### src/rtl/endat_poll_sched.sv
`timescale 1ns/1ps
`default_nettype none
// ============================================================================
// Module   : endat_poll_sched
// Purpose  : EnDat transaction sequencer. Arbitrates periodic and software
//            requests, fires the sampler key, waits for the frame with a
//            timeout, captures the angle and enforces inter-frame recovery.
// Revision : 1.0 - initial release
// ============================================================================
module endat_poll_sched #(
  parameter int PERIOD_CYC  = 20000,
  parameter int TRIG_W      = 4,
  parameter int TIMEOUT_CYC = 10000,
  parameter int RECOV_CYC   = 2000,
  parameter int ANGLE_W     = 21
) (
  input  logic               clk,
  input  logic               rst,
  input  logic               en,
  input  logic               sw_req,
  input  logic               smp_done,
  input  logic [ANGLE_W-1:0] smp_angle,
  output logic               smp_key,
  output logic [ANGLE_W-1:0] angle,
  output logic               angle_vld,
  output logic               angle_src,
  output logic               busy,
  output logic               err_timeout,
  output logic [15:0]        err_cnt,
  output logic               stale
);

  // Period counter width (PERIOD_CYC >= 2 keeps $clog2 >= 1)
  localparam int PER_W   = (PERIOD_CYC > 1) ? $clog2(PERIOD_CYC) : 1;
  // One shared phase counter serves TRIG, WAIT and RECOV
  localparam int MAX_TW  = (TRIG_W > TIMEOUT_CYC) ? TRIG_W : TIMEOUT_CYC;
  localparam int CNT_MAX = (MAX_TW > RECOV_CYC) ? MAX_TW : RECOV_CYC;
  localparam int CNT_W   = $clog2(CNT_MAX + 1);

  localparam logic [PER_W-1:0] PER_LAST   = PER_W'(PERIOD_CYC - 1);
  localparam logic [CNT_W-1:0] TRIG_LAST  = CNT_W'(TRIG_W - 1);
  localparam logic [CNT_W-1:0] TMO_LAST   = CNT_W'(TIMEOUT_CYC - 1);
  localparam logic [CNT_W-1:0] RECOV_LAST = CNT_W'(RECOV_CYC - 1);

  typedef enum logic [1:0] {
    S_IDLE  = 2'd0,
    S_TRIG  = 2'd1,
    S_WAIT  = 2'd2,
    S_RECOV = 2'd3
  } state_t;

  state_t             state_q;
  logic [PER_W-1:0]   per_cnt_q;
  logic [PER_W-1:0]   per_cnt_d;
  logic               per_tick;
  logic [CNT_W-1:0]   cnt_q;
  logic               pend_per_q;
  logic               pend_sw_q;
  logic               src_q;
  logic               smp_key_q;
  logic [ANGLE_W-1:0] angle_q;
  logic               angle_vld_q;
  logic               angle_src_q;
  logic               busy_q;
  logic               err_timeout_q;
  logic [15:0]        err_cnt_q;
  logic               stale_q;

  // Poll timer next state: free-running wrap while enabled, held at 0 otherwise
  always_comb begin
    per_tick  = en && (per_cnt_q == PER_LAST);
    per_cnt_d = per_cnt_q + 1'b1;
    if (!en || per_tick) begin
      per_cnt_d = '0;
    end
  end

  // Poll timer register
  always_ff @(posedge clk or posedge rst) begin
    if (rst) begin
      per_cnt_q <= '0;
    end else begin
      per_cnt_q <= per_cnt_d;
    end
  end

  // Transaction FSM with request latching and registered outputs
  always_ff @(posedge clk or posedge rst) begin
    if (rst) begin
      state_q       <= S_IDLE;
      cnt_q         <= '0;
      pend_per_q    <= 1'b0;
      pend_sw_q     <= 1'b0;
      src_q         <= 1'b0;
      smp_key_q     <= 1'b0;
      angle_q       <= '0;
      angle_vld_q   <= 1'b0;
      angle_src_q   <= 1'b0;
      busy_q        <= 1'b0;
      err_timeout_q <= 1'b0;
      err_cnt_q     <= '0;
      stale_q       <= 1'b0;
    end else begin
      angle_vld_q   <= 1'b0;
      err_timeout_q <= 1'b0;

      // One-deep latch per source; repeats merge, overflow is dropped
      if (sw_req) pend_sw_q <= 1'b1;
      if (!en) begin
        pend_per_q <= 1'b0;
      end else if (per_tick) begin
        pend_per_q <= 1'b1;
      end

      case (state_q)
        S_IDLE: begin
          // A request seen in this same cycle is absorbed by this transaction
          if (pend_per_q || pend_sw_q || per_tick || sw_req) begin
            state_q    <= S_TRIG;
            smp_key_q  <= 1'b1;
            busy_q     <= 1'b1;
            cnt_q      <= '0;
            src_q      <= pend_sw_q | sw_req;
            pend_sw_q  <= 1'b0;
            pend_per_q <= 1'b0;
          end
        end
        S_TRIG: begin
          // smp_done here is deliberately ignored
          if (cnt_q == TRIG_LAST) begin
            state_q   <= S_WAIT;
            smp_key_q <= 1'b0;
            cnt_q     <= '0;
          end else begin
            cnt_q <= cnt_q + 1'b1;
          end
        end
        S_WAIT: begin
          // A frame arriving on the last timeout cycle still counts as good
          if (smp_done) begin
            angle_q     <= smp_angle;
            angle_src_q <= src_q;
            angle_vld_q <= 1'b1;
            stale_q     <= 1'b0;
            state_q     <= S_RECOV;
            cnt_q       <= '0;
          end else if (cnt_q == TMO_LAST) begin
            err_timeout_q <= 1'b1;
            stale_q       <= 1'b1;
            if (err_cnt_q != 16'hFFFF) err_cnt_q <= err_cnt_q + 16'd1;
            state_q       <= S_RECOV;
            cnt_q         <= '0;
          end else begin
            cnt_q <= cnt_q + 1'b1;
          end
        end
        S_RECOV: begin
          if (cnt_q == RECOV_LAST) begin
            state_q <= S_IDLE;
            busy_q  <= 1'b0;
            cnt_q   <= '0;
          end else begin
            cnt_q <= cnt_q + 1'b1;
          end
        end
        default: begin
          state_q   <= S_IDLE;
          busy_q    <= 1'b0;
          smp_key_q <= 1'b0;
          cnt_q     <= '0;
        end
      endcase
    end
  end

  assign smp_key     = smp_key_q;
  assign angle       = angle_q;
  assign angle_vld   = angle_vld_q;
  assign angle_src   = angle_src_q;
  assign busy        = busy_q;
  assign err_timeout = err_timeout_q;
  assign err_cnt     = err_cnt_q;
  assign stale       = stale_q;

endmodule
`default_nettype wire

### config.mk
export PLATFORM = sky130hd
export DESIGN_NAME = endat_poll_sched
export DESIGN_NICKNAME = d
export VERILOG_FILES = /design/src/rtl/endat_poll_sched.sv
export SDC_FILE = /design/constraint.sdc
export NUM_CORES = 1
export LEC_CHECK = 0
export CAP_MARGIN = 0
export CORE_MARGIN = 5
export CORE_UTILIZATION = 30
export CTS_BUF_LIST = sky130_fd_sc_hd__clkbuf_8
export CTS_CLUSTER_SIZE = 8
export DETAILED_ROUTE_END_ITERATION = 8
export PLACE_DENSITY = 0.61
export RECOVER_POWER = 25
export SYNTH_ARGS = -nofsm -noshare
export SYNTH_HDL_FRONTEND = slang
export SYNTH_SLANG_ARGS = --single-unit
### constraint.sdc
create_clock -name clk -period 2.9 [get_ports clk]
set_clock_uncertainty 0.05 [all_clocks]
set_input_delay 0.58 -clock clk [delete_from_list [all_inputs] [get_ports clk]]
set_output_delay 0.58 -clock clk [all_outputs]
set_load 0.02 [all_outputs]
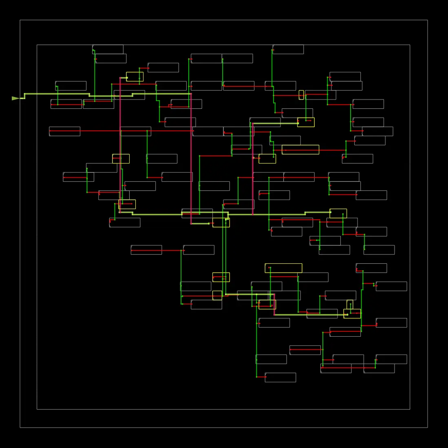
*Clock nets, run 1*
Latency at later pin: 360 ps
P_clk: 0.899 mW

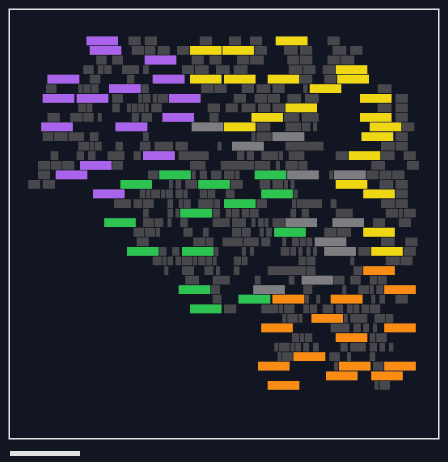
*Sequential cells coloured by netlist name, run 1*
Bar = 20 um.
green -> cnt_q  # placed flops 14, where middle
purple -> err_cnt  # placed flops 16, where top left
orange -> per_cnt_q  # placed flops 15, where bottom right
yellow -> angle  # placed flops 21, where top right
not coloured = 11

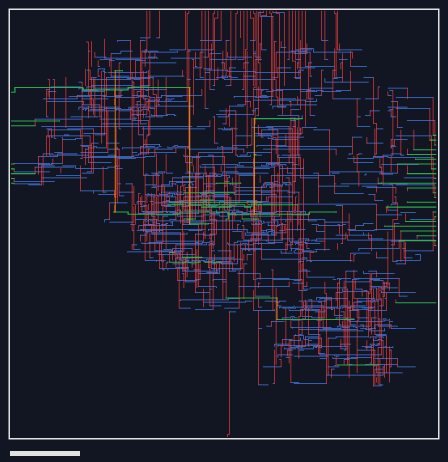
*Signal wires by layer, run 1*
Bar = 20 um.
red -> metal 2  # wire length 4100 um
green -> metal 3  # wire length 495 um
blue -> metal 1  # wire length 3930 um
orange -> metal 4  # wire length 112 um
Via Count: 2825
DR WL/cell: 14.7 um
Total GRT Usage: 12.1%

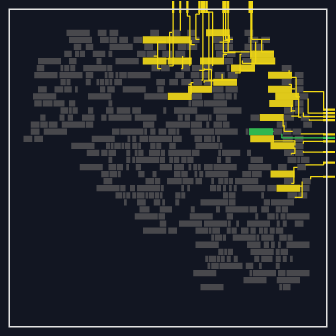
*Port wiring, run 1*
green -> angle_vld  # direction output, edge right, end cells 1, buffers 1, wire 18.7 um
yellow -> angle  # direction output, edge 12 top, 9 right, end cells 21, buffers 21, wire 531 um
Port Buffers: 68
num ports: 69

==> out/results.ini, run 1 <==
[outcome]
status=completed

[drt]
ant_nets=0
drc=0
avgViaCountPerCell=4.82

[synthesis]
ys_sh_adder_pct=2.68
synth_dominant_cell_count=dfrtp_1
netlist_instances=334
top_area_cell=dfrtp_1
ys_sh_mux_pct=8.10
synth-edff-count=0
yosys_warnings=0
synth.distinct_cells=53
syn_area_um2=3740
postSynthAreaPerCell_um2=11.2
synthTopCellsByArea=dfrtp_1, mux2_2, xnor2_1
top_cell_area_share_pct=51.5
ys_area_um2=3740
ys_seq_share_pct=51.5
aoi_share_pct=9.03
ys_seq_elements=77

[place]
gp_congestion=0.848
place_area_um2=4680

[final_timing]
slew_viol_final=0
finalSetupViolCount=0
tightest_slew_ps=1120
hold_viol=0
slew_headroom_pct=25.2
rsz0062_at_grt=false
period_used_pct=86.8
period_minus_slack_ps=2520

[cells_and_area]
n_antenna_cell=0
fin_area_um2=4870
post-route-util_pct=40.2
area_growth_pct=30.2
nets=448

[global_routing]
grt_pass1_wl_um=14200
gr-total-overflow=0
antenna_found_initial=0
first_global_vias=2795

[worst_setup_path]
crit_path_start_kind=register
reg2reg_from=cnt_q[1]$_DFFE_PP0P_
reg2reg_slack_ps=380
critPathCaptureType=register
cp.arrival_ps=2710

[cts]
postCtsHoldBufs=0
cts.sinks=77
clkTransAtPathRegs_ps=80
cts-root-buf=clkbuf_8
cts_resized=0
cts_tree=done
cts_setup_buffers=0
clockBufferDepth=2

[hold_path]
hp-class=register to register
min_to=per_cnt_q[0]$_DFF_PP0_
min_path_cells=1
hp-start=per_cnt_q[0]$_DFF_PP0_

[pwr]
p_per_area_nw_per_um2=755
leakagePower_nw=2.07

[floorplan]
die-area_um2=14800
rows=40
core_um2=12100

[job]
drv_cap=0

==> run 1: critical path, cell delays in order, from the launching register on <==
cell and delay [ps]:
dfrtp_1 410, ha_1 210, and3_1 310, nand4_2 200, a221oi_4 610, buf_4 260
nor2_2 40, a221o_1 320
==> run 1: how the worst max path moves through the flow <==
| stage | cells past startpoint | to | slack, ps | start |
|---|---|---|---|---|
| after floorplan | 1 | angle[0]$_DFFE_PP0P_ | 300 | rst |
| after global placement | 8 | cnt_q[8]$_DFFE_PP0P_ | 390 | en |
| after detailed placement | 7 | cnt_q[7]$_DFFE_PP0P_ | 380 | en |
| after CTS | 7 | cnt_q[7]$_DFFE_PP0P_ | 400 | cnt_q[1]$_DFFE_PP0P_ |
| after global routing | 7 | cnt_q[7]$_DFFE_PP0P_ | 200 | cnt_q[1]$_DFFE_PP0P_ |
| final | 7 | cnt_q[7]$_DFFE_PP0P_ | 380 | cnt_q[1]$_DFFE_PP0P_ |
==> run 1: state kept, by name, indices dropped and copies added, names as in the netlist <==
register     cells
busy             1
angle_src        1
stale            1
per_cnt_q       15
src_q            1
smp_key          1
cnt_q           14
err_timeout      1
pend_per_q       1
angle           21
state_q          2
pend_sw_q        1
angle_vld        1
err_cnt         16
==> run 1: power by group <==
part           switching [mW]  total [mW]  internal [mW]
Combinational           0.715        1.40          0.686
Clock                   0.400       0.899          0.499
Sequential              0.104        1.38           1.27
==> run 1: layout by cell type, fill, tap and decap left out, drive strengths merged, types with 3 or more instances in the layout <==
cell           synthesis  layout
mux2                  26      26
dfrtp                 77      77
nand3                 13      13
xnor2                 19      19
buf                    8      13
a21oi                  3       3
inv                   15      16
o21ai                 11      11
nor3                  11      11
and2                   5       5
and3                  11      11
ha                     8       8
nor4                   5       5
a21o                   4       4
o32ai                  4       4
nor2                  22      22
clkbuf                 6      12
nand4                 16      16
nand2                 25      25
xor2                   7       7
nor4b                  3       3
a22o                   3       3
o31ai                  3       3
clkdlybuf4s50          0      67
==> run 1: logic make-up after synthesis <==
logic type / after synthesis
and+or+nand+nor: 124
DFF: 77
AOI/OAI and AO/OA: 43
buffers and inverters: 29
muxes: 27
xor gates and xnor gates: 26
adders and majority gates: 8
==> run 1: metrics by stage <==
step | hold WS, ps | std cells | worst slack (ps)
after floorplan | 398 | 334 | 303
after global placement | 414 | 571 | 393
after detailed placement | 420 | 571 | 385
after CTS | 435 | 586 | 401
after global routing | 463 | 586 | 196
final | 432 | 586 | 384
==> run 1: per-layer routing <==
| metal | routed length [um] | global-route usage, % | vias to the layer above | part of all wire, % |
|---|---|---|---|---|
| met4 | 112 | 4.48 | 0 | 1.3 |
| met5 | 0 | 0 | - | 0 |
| met2 | 4100 | 18.8 | 74 | 47 |
| met1 | 3930 | 15.8 | 1383 | 45 |
| met3 | 495 | 4.13 | 9 | 5.7 |
| li1 | - | - | 1359 | - |
==> run 1: area by class of cell <==
class / count / area [um2] / share of cell area (%)
clock buffer: 10 / 138 / 2.83
sequential: 77 / 1930 / 39.6
multi-input combinational: 228 / 1660 / 34.2
clock inverter: 5 / 76.3 / 1.57
tap: 168 / 210 / 4.32
inverter: 15 / 56.3 / 1.16
timing repair buffer: 83 / 800 / 16.4
## Run 2: what changed since run 1
ABC_CLOCK_PERIOD_IN_PS = 2900   (was unset)
REMOVE_ABC_BUFFERS = 1   (was unset)
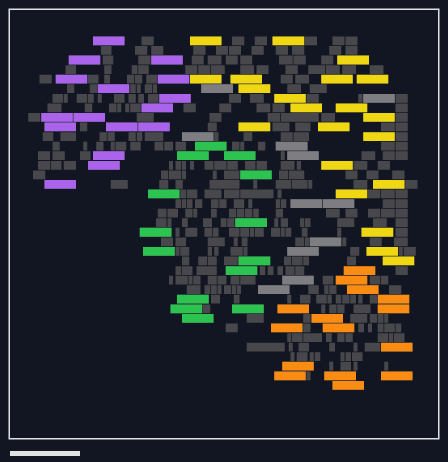
*Sequential cells coloured by netlist name, run 2*
Bar = 20 um.
yellow -> angle  # placed flops 21
orange -> per_cnt_q  # placed flops 15, where bottom right
purple -> err_cnt  # placed flops 16, where top left
green -> cnt_q  # placed flops 14, where middle
not coloured = 11

==> run 2 against run 1 <==
Critical path depth is the same; flip-flop count unchanged; sequential power is essentially flat; clock-buffer cell count up 1; utilization hardly changed.
==> out/results.ini, run 2 <==
[outcome]
status=completed

[final_timing]
rsz0062_at_grt=false
setup_slack_ps=353  ; -31.1 ps
slew_headroom_pct=30.4  ; +5.1 points
tightest_slew_ps=1040  ; -75.9 ps
period_minus_slack_ps=2550  ; +31.1 ps
slew_viol_final=0  ; unchanged
finalSetupViolCount=0  ; unchanged
period_used_pct=87.8  ; +1.1 points

[synthesis]
top_area_cell=dfrtp_1
ys_area_um2=3740  ; unchanged
synth.distinct_cells=53  ; unchanged
syn_area_um2=3740  ; unchanged
postSynthAreaPerCell_um2=11.2  ; unchanged
synth-edff-count=0  ; unchanged
top_cell_area_share_pct=51.5  ; unchanged
ys_seq_share_pct=51.5  ; unchanged
yosys_warnings=0  ; unchanged
synthTopCellsByArea=dfrtp_1, mux2_2, xnor2_1
ys_seq_elements=77  ; unchanged
netlist_instances=334  ; unchanged
synth_dominant_cell_count=dfrtp_1
ys_cells=334
async_reset_ff_share_pct=100

[worst_setup_path]
critPathKind=register to register
critPathCaptureType=register
crit_path_start_kind=register
startpoint=cnt_q[0]$_DFFE_PP0P_
cp.arrival_ps=2740  ; +30 ps
reg2reg_from=cnt_q[0]$_DFFE_PP0P_
reg2reg_slack_ps=350  ; -30 ps

[cells_and_area]
largest_reg_flops=21  ; unchanged
mostFrequentLayoutCells=dfrtp_1, clkdlybuf4s50_1, mux2_2
n_antenna_cell=0  ; unchanged
area_growth_pct=30.1  ; about the same
nets=447  ; -0.22%
final_common_cell=dfrtp_1

[cts]
cts_setup_buffers=0  ; unchanged
cts.sinks=77  ; unchanged
cts_tree=done
clockBufferDepth=2  ; unchanged
cts-root-buf=clkbuf_8
clkTransAtPathRegs_ps=80  ; about the same
postCtsHoldBufs=0  ; unchanged
clk_latency_ps=360  ; about the same
cts_resized=0  ; unchanged

[drt]
vias=2827  ; +0.071%
ant_nets=0  ; unchanged
drc=0  ; unchanged

[global_routing]
grt_pass1_wl_um=14200  ; unchanged
grt_use_met2_pct=18.6  ; -0.14 points
first_global_vias=2813  ; +0.64%
antenna_found_initial=0  ; unchanged
top_usage_layer=met2
gr-total-overflow=0  ; unchanged
grt_usage_pct=12.0  ; -0.17 points
grtUsageMet3_pct=4.27  ; +0.14 points
grtUsageMet1_pct=15.7  ; -0.089 points

[place]
gp_congestion=0.842  ; -0.68%
pre_cts_ws_ps=298  ; -86.8 ps
numPortBuffers=68  ; unchanged

[job]
warnings=29

[hold_path]
hp-class=register to register
min_to=stale$_DFFE_PP0P_
hp-start=stale$_DFFE_PP0P_
min_path_cells=1  ; unchanged

[floorplan]
ioPinCount=69  ; unchanged
rows=40  ; unchanged
core_um2=12100  ; unchanged
die-area_um2=14800  ; unchanged

[pwr]
p_per_area_nw_per_um2=759  ; +0.47%
power.total_mw=3.69
leakagePower_nw=2.07  ; +0.11%

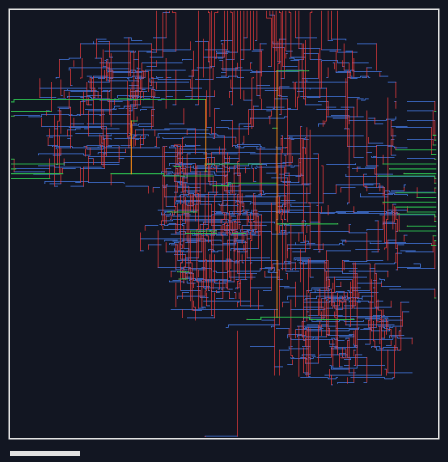
*Signal wires by layer, run 2*
Bar = 20 um.
green -> metal 3  # wire length 424 um
orange -> metal 4  # wire length 105 um
blue -> metal 1  # wire length 3980 um
red -> metal 2  # wire length 4010 um
DR WL/cell: 14.5 um
routed wire length: 8520 um

[run 2: how the worst max path moves through the flow]
stage	end	slack, ps	cells after the start
2_1_floorplan	angle[0]$_DFFE_PP0P_	300	1
3_3_place_gp	cnt_q[7]$_DFFE_PP0P_	330	7
3_5_place_dp	cnt_q[10]$_DFFE_PP0P_	300	6
4_1_cts	cnt_q[7]$_DFFE_PP0P_	390	7
5_1_grt	cnt_q[7]$_DFFE_PP0P_	230	7
6_report	cnt_q[7]$_DFFE_PP0P_	350	7
[run 2: cells by family (layout without fill, tap and decap cells)]
family	Yosys count	count (layout)	share of synthesized area [%]
mux	27	27	8.10
fa+ha+maj	8	8	2.68
flops	77	77	51.5
xor+xnor	26	26	6.09
compound gates	43	43	9.03
simple gates	124	124	18.6
buf+inv	29	113	3.98
[run 2: per-layer routing]
metal,vias up,wire [um]
met3,9,423
li1,1350,-
met5,-,0
met4,0,105
met2,59,4010
met1,1409,3980
[run 2: area by class of cell]
type / count / area (um2)
fill: 1198 / 7240
sequential: 77 / 1930
multi-input combinational: 228 / 1660
timing repair buffer: 82 / 783
tap: 168 / 210
clock buffer: 11 / 151
clock inverter: 5 / 75.1
inverter: 15 / 56.3
[run 2: power by group]
group,internal [mW],switching [mW]
clock,0.526,0.394
combinational,0.683,0.709
sequential,1.27,0.106
total,2.48,1.21
[run 2: per-stage QoR]
step                util [%]  area [um2]  std cells  hold WS, ps
floorplan                  -        3650        320          398
global placement        38.4        4660        570          412
detailed placement      38.4        4660        570          426
CTS                     40.3        4880        586          446
global route            40.2        4870        586          453
finish                  40.2        4870        586          439
[run 2: critical path, stage by stage (launching register included)]
cell and delay (ps):
dfrtp_1 400, ha_1 230, and3_1 320, nand4_2 220
a221oi_4 600, buf_4 260, nor2_2 40, a221o_1 310
Power and IR drop assume default switching activity.
